The metal 2 layer:
(6 px per micron)
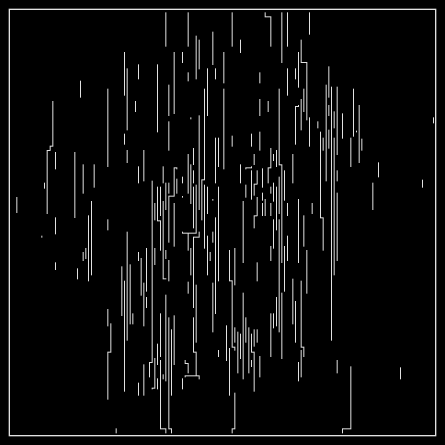
Zoomed window:
Window x 23 to 48, y 23 to 48 microns. Cells in grey, sequential cells in the stronger grey; small squares are vias.
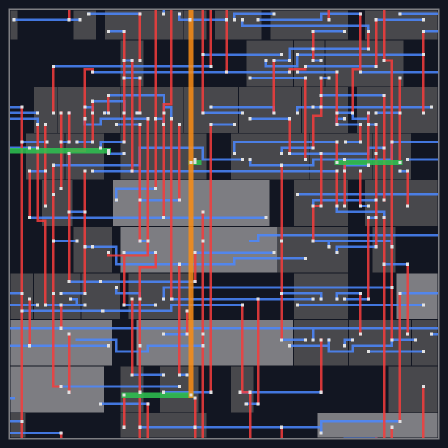
Drive-strength map:
(6 px per micron)
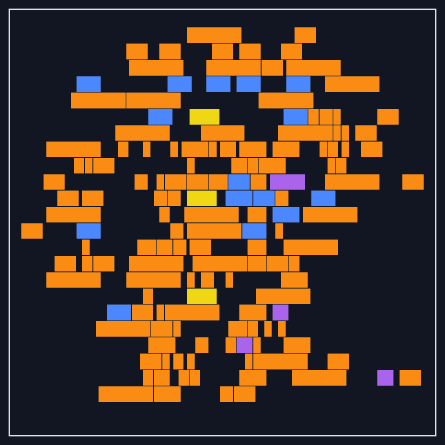
[src/rtl/divider_if.sv]
// Handshake and operand/result bundle for the sequential restoring divider.
interface divider_if #(parameter int N = 4);
    logic         start;
    logic         ready;
    logic [N-1:0] dividend;
    logic [N-1:0] divisor;
    logic [N-1:0] quotient;
    logic [N-1:0] remainder;
    logic         div_by_zero;

    modport master (
        output start, dividend, divisor,
        input  ready, quotient, remainder, div_by_zero
    );

    modport slave (
        input  start, dividend, divisor,
        output ready, quotient, remainder, div_by_zero
    );
endinterface

[src/rtl/divider.sv]
// Sequential unsigned restoring divider: one quotient bit per clock, N iterations,
// registered results held until the next operation completes.
module divider #(
    parameter int N = 4
) (
    input  logic      clk,
    input  logic      rst_n,
    divider_if.slave  bus
);
    localparam int CW = $clog2(N + 1);

    typedef enum logic [1:0] {IDLE, LOAD, CALC, DONE} state_t;

    state_t        state;
    logic [N-1:0]  a;
    logic [N-1:0]  d;
    logic [N:0]    r;
    logic [CW-1:0] cnt;
    logic [N:0]    r_sh;
    logic [N:0]    t;

    // Trial subtraction for the current iteration; t[N] set means it went negative.
    always_comb begin
        r_sh = {r[N-1:0], a[N-1]};
        t    = r_sh - {1'b0, d};
    end

    always_ff @(posedge clk or negedge rst_n) begin
        if (!rst_n) begin
            state           <= IDLE;
            a               <= '0;
            d               <= '0;
            r               <= '0;
            cnt             <= '0;
            bus.ready       <= 1'b0;
            bus.quotient    <= '0;
            bus.remainder   <= '0;
            bus.div_by_zero <= 1'b0;
        end else begin
            bus.ready <= 1'b0;
            case (state)
                IDLE: begin
                    if (bus.start) state <= LOAD;
                end
                LOAD: begin
                    a     <= bus.dividend;
                    d     <= bus.divisor;
                    r     <= '0;
                    cnt   <= CW'(N);
                    state <= CALC;
                end
                CALC: begin
                    a   <= {a[N-2:0], ~t[N]};
                    r   <= t[N] ? r_sh : t;
                    cnt <= cnt - 1'b1;
                    // Leave on the edge that runs the last iteration.
                    if (cnt == CW'(1)) state <= DONE;
                end
                DONE: begin
                    bus.quotient    <= a;
                    bus.remainder   <= r[N-1:0];
                    bus.div_by_zero <= (d == '0);
                    bus.ready       <= 1'b1;
                    state           <= IDLE;
                end
                default: state <= IDLE;
            endcase
        end
    end
endmodule

[src/flat_wrapper.sv]
// flat-port wrapper written by rule: the top's interface ports become plain ports
module divider_flat 
#(
    parameter int N = 4
)
  (clk, rst_n, bus_start, bus_dividend, bus_divisor, bus_ready, bus_quotient, bus_remainder, bus_div_by_zero);
  divider_if #(.N(N)) bus_i ();
  input  logic clk;
  input  logic rst_n;
  input wire logic [$bits(bus_i.start)-1:0] bus_start;
  input wire logic [$bits(bus_i.dividend)-1:0] bus_dividend;
  input wire logic [$bits(bus_i.divisor)-1:0] bus_divisor;
  output wire logic [$bits(bus_i.ready)-1:0] bus_ready;
  output wire logic [$bits(bus_i.quotient)-1:0] bus_quotient;
  output wire logic [$bits(bus_i.remainder)-1:0] bus_remainder;
  output wire logic [$bits(bus_i.div_by_zero)-1:0] bus_div_by_zero;
  assign bus_i.start = bus_start;
  assign bus_i.dividend = bus_dividend;
  assign bus_i.divisor = bus_divisor;
  assign bus_ready = bus_i.ready;
  assign bus_quotient = bus_i.quotient;
  assign bus_remainder = bus_i.remainder;
  assign bus_div_by_zero = bus_i.div_by_zero;
  divider #(.N(N)) u_core (.clk(clk), .rst_n(rst_n), .bus(bus_i));
endmodule
[config.mk]
export PLATFORM = sky130hd
export DESIGN_NAME = divider_flat
export DESIGN_NICKNAME = d
export VERILOG_FILES = /design/src/rtl/divider_if.sv /design/src/rtl/divider.sv /design/src/flat_wrapper.sv
export SDC_FILE = /design/constraint.sdc
export NUM_CORES = 1
export LEC_CHECK = 0
export CORE_UTILIZATION = 30
export DETAILED_ROUTE_END_ITERATION = 7
export SLEW_MARGIN = 20
export SYNTH_ARGS = -nofsm -noshare
export SYNTH_HDL_FRONTEND = slang
export SYNTH_SLANG_ARGS = --single-unit
[constraint.sdc]
create_clock -name clk -period 2.72 [get_ports clk]
set_clock_uncertainty 0.1 [all_clocks]
set_input_delay 0.272 -clock clk [delete_from_list [all_inputs] [get_ports clk]]
set_output_delay 0.272 -clock clk [all_outputs]
set_load 0.05 [all_outputs]
==> GITHUB_STEP_SUMMARY <==
### Yosys + OpenROAD results

| Metric | Value |
|---|---|
| Outcome | finished, final reports clean |
| Asr flop ratio synth | 1.00 |
| Post-DRT Antenna Nets | 0 |
| Dominant kind of cell | logic gates |
| Fillcell total | 444 |
| Core ar. | 4440 sq um |
| Worst setup path start | u_core.a[3] |
| Die height | 70.8 microns |
| Sw Ratio | 0.455 |
| Mean post-synth cell area | roughly 11 sq um |
| Hold Crit Class | in -> async |
| Detail Placement HPWL | about 2 mm |
| # IOs | 21 |
| Dpl cells | 197 |
| Yosys cell types | 35 |
| Seq. pwr | 695 uW |
| DR WL/cell | approximately 14 microns |
| Final setup vio count | 0 |
| Clock power share | 0.103 |
| Final core utilization | 0.391 |
| Tmin final | 2.22 ns |
| Max stage delay cell, worst path | fa_1 |
| CP Capture Point | u_core.r[1] |
| First-pass GRT wire length | 4.69 mm |
| Xor+xnor area frac | 0.00616 |
| P_clk | 229 uW |
| Worst Max-Slew Pin Slew | 0.526 ns |
| WS Path Type | reg -> reg |
| Most instantiated logic cells after routing | 27 x dfrtp_1, 20 x clkdlybuf4s50_1, 11 x inv_1 |
| Synth Warn # | 0 |
| RSZ-0062 raised after global routing | false |
| Layout cell share with drive strength beyond 1 | 0.148 |
| VDD IR max | 0.000343 V |
| Combinational share of cell area | 0.396 |
| Post-cts hold buffer count | 0 |
| Number of global-route vias before repair | 1030 |
| Pre-CTS WS | between 0.4 and 0.5 ns |
| Initial antenna violation count | 0 |
| Sequential Area | 676 sq um |
| Cell Area, Synth | between 1000 and 1500 sq um |
| Mux share | 0.114 |
| Die width | 70.8 microns |
| Worst-path cell chain | inv_1, ha_1, inv_1, fa_1, a21o_1, a211oi_2, nor3_1, a221o_1 |
| #FFs+latches synth | 27 |
| Signal buf overhead | 0.128 |
| CTS tree | yes |
| Port bufs | 20 |
| GRT overflow | 0 |
| Clock tree buffer depth | 2 |
| R2r worst-path depth | 8 |
| Combinational power share | 0.585 |
| Post-synthesis net count | 148 |
| Max-area cell share | 0.475 |
| Nature of the critical path endpoint | flop |
| Comb power | 1300 uW |
| # DRC | 0 |
| Tapcells | 52 |
| Leakage power total | approximately 0.00078 uW |
| Non-Filler Instances | between 200 and 250 |
| Peak Freq | ~450 MHz |
| Yosys aoi share | 0.139 |
| Yosys cell count | 126 |
| Critical Path AT | around 2.3 ns |
| R2R Path Start | u_core.a[3] |
| Placed cell areas | 1690 sq um |
| Worst setup SP type | flop |
| Chip Area, Yosys | 1420 sq um |
| Reg power frac | 0.312 |
| Psw | approximately 1000 uW |
| Total CTS buffers | 3 |
| Num rows | 24 |
| Worst hold slack | 0.266 ns |
| Critical Path Max Stage Delay | between 0.4 and 0.5 ns |
| Yosys simple share | 0.122 |
| Root Driver | clkbuf_8 |
| TNS Setup | 0 ns |
| Ys flop type | dfrtp_1 |
| Tot Pwr | 2230 uW |
| Final-layout clock buffer total | 4 |
| CTS Sinks | 27 |
| Max Cap Viol | 0 |
| Iter 0 DRT Violations | ~43 |
| Yosys adder share | 0.102 |
| Clock Pin Slew Worst Setup and Hold Paths | about 0.090 ns |
| Vias per inst | 4.97 |
About 'the metal 2 layer':
share of all routed wire: 48%
main direction: vertical
longest straight run: 42.2 microns
nets with wire on the layer: 139
wire length on this layer: 1340 microns
routed wire length: 2.80 mm
met2 Use GR: 0.207
total number of vias: 998

About 'zoomed window':
legend:
  orange:
    layer: M4
  green:
    layer: M3
  blue:
    layer: M1
  red:
    layer: M2
cells with their middle in the window: 48
most frequent: dfrtp_1 (6), ha_1 (5)
netlist names of flops here include: u_core.r (3)
sequential cells in the window: 6

About 'drive-strength map':
legend:
  yellow:
    size: x6 and larger
    cells: 3
    share: 2.0%
  purple:
    size: x3 and x4
    cells: 4
    share: 2.7%
  orange:
    size: x1 and smaller
    cells: 127
    share: 85%
  blue:
    size: x2
    cells: 15
    share: 10%
nonclk buf count: 23
Final Cell Area: 1740 sq um
Final WS setup: 0.504 ns
Syn-to-layout area delta: 22.3%

-- sequential cells by signal (all words and copies together) (netlist names) --
register                flops
u_core.a                    4
u_core.d                    4
u_core.r                    4
u_core.bus.quotient         4
u_core.cnt                  3
u_core.bus.remainder        4
u_core.bus.div_by_zero      1
u_core.state                2
u_core.bus.ready            1
-- worst max-delay path: cells and delay by family, from the launching register on --
kind | cells | cell delay (ns)
AND/OR/NAND/NOR | 1 | 0.09
buffers and inverters | 2 | 0.12
AND-OR/OR-AND | 3 | 0.83
adder cells (fa/ha/maj) | 2 | 0.57
flip-flops | 1 | 0.39
-- metal layers --
metal	track usage	vias to the layer above	share of wire
li1	-	492	-
met1	0.147	485	0.47
met2	0.207	16	0.48
met3	0.0142	5	0.025
met4	0.0600	0	0.023
met5	0	-	0
Power is estimated from default activity; no workload was simulated.
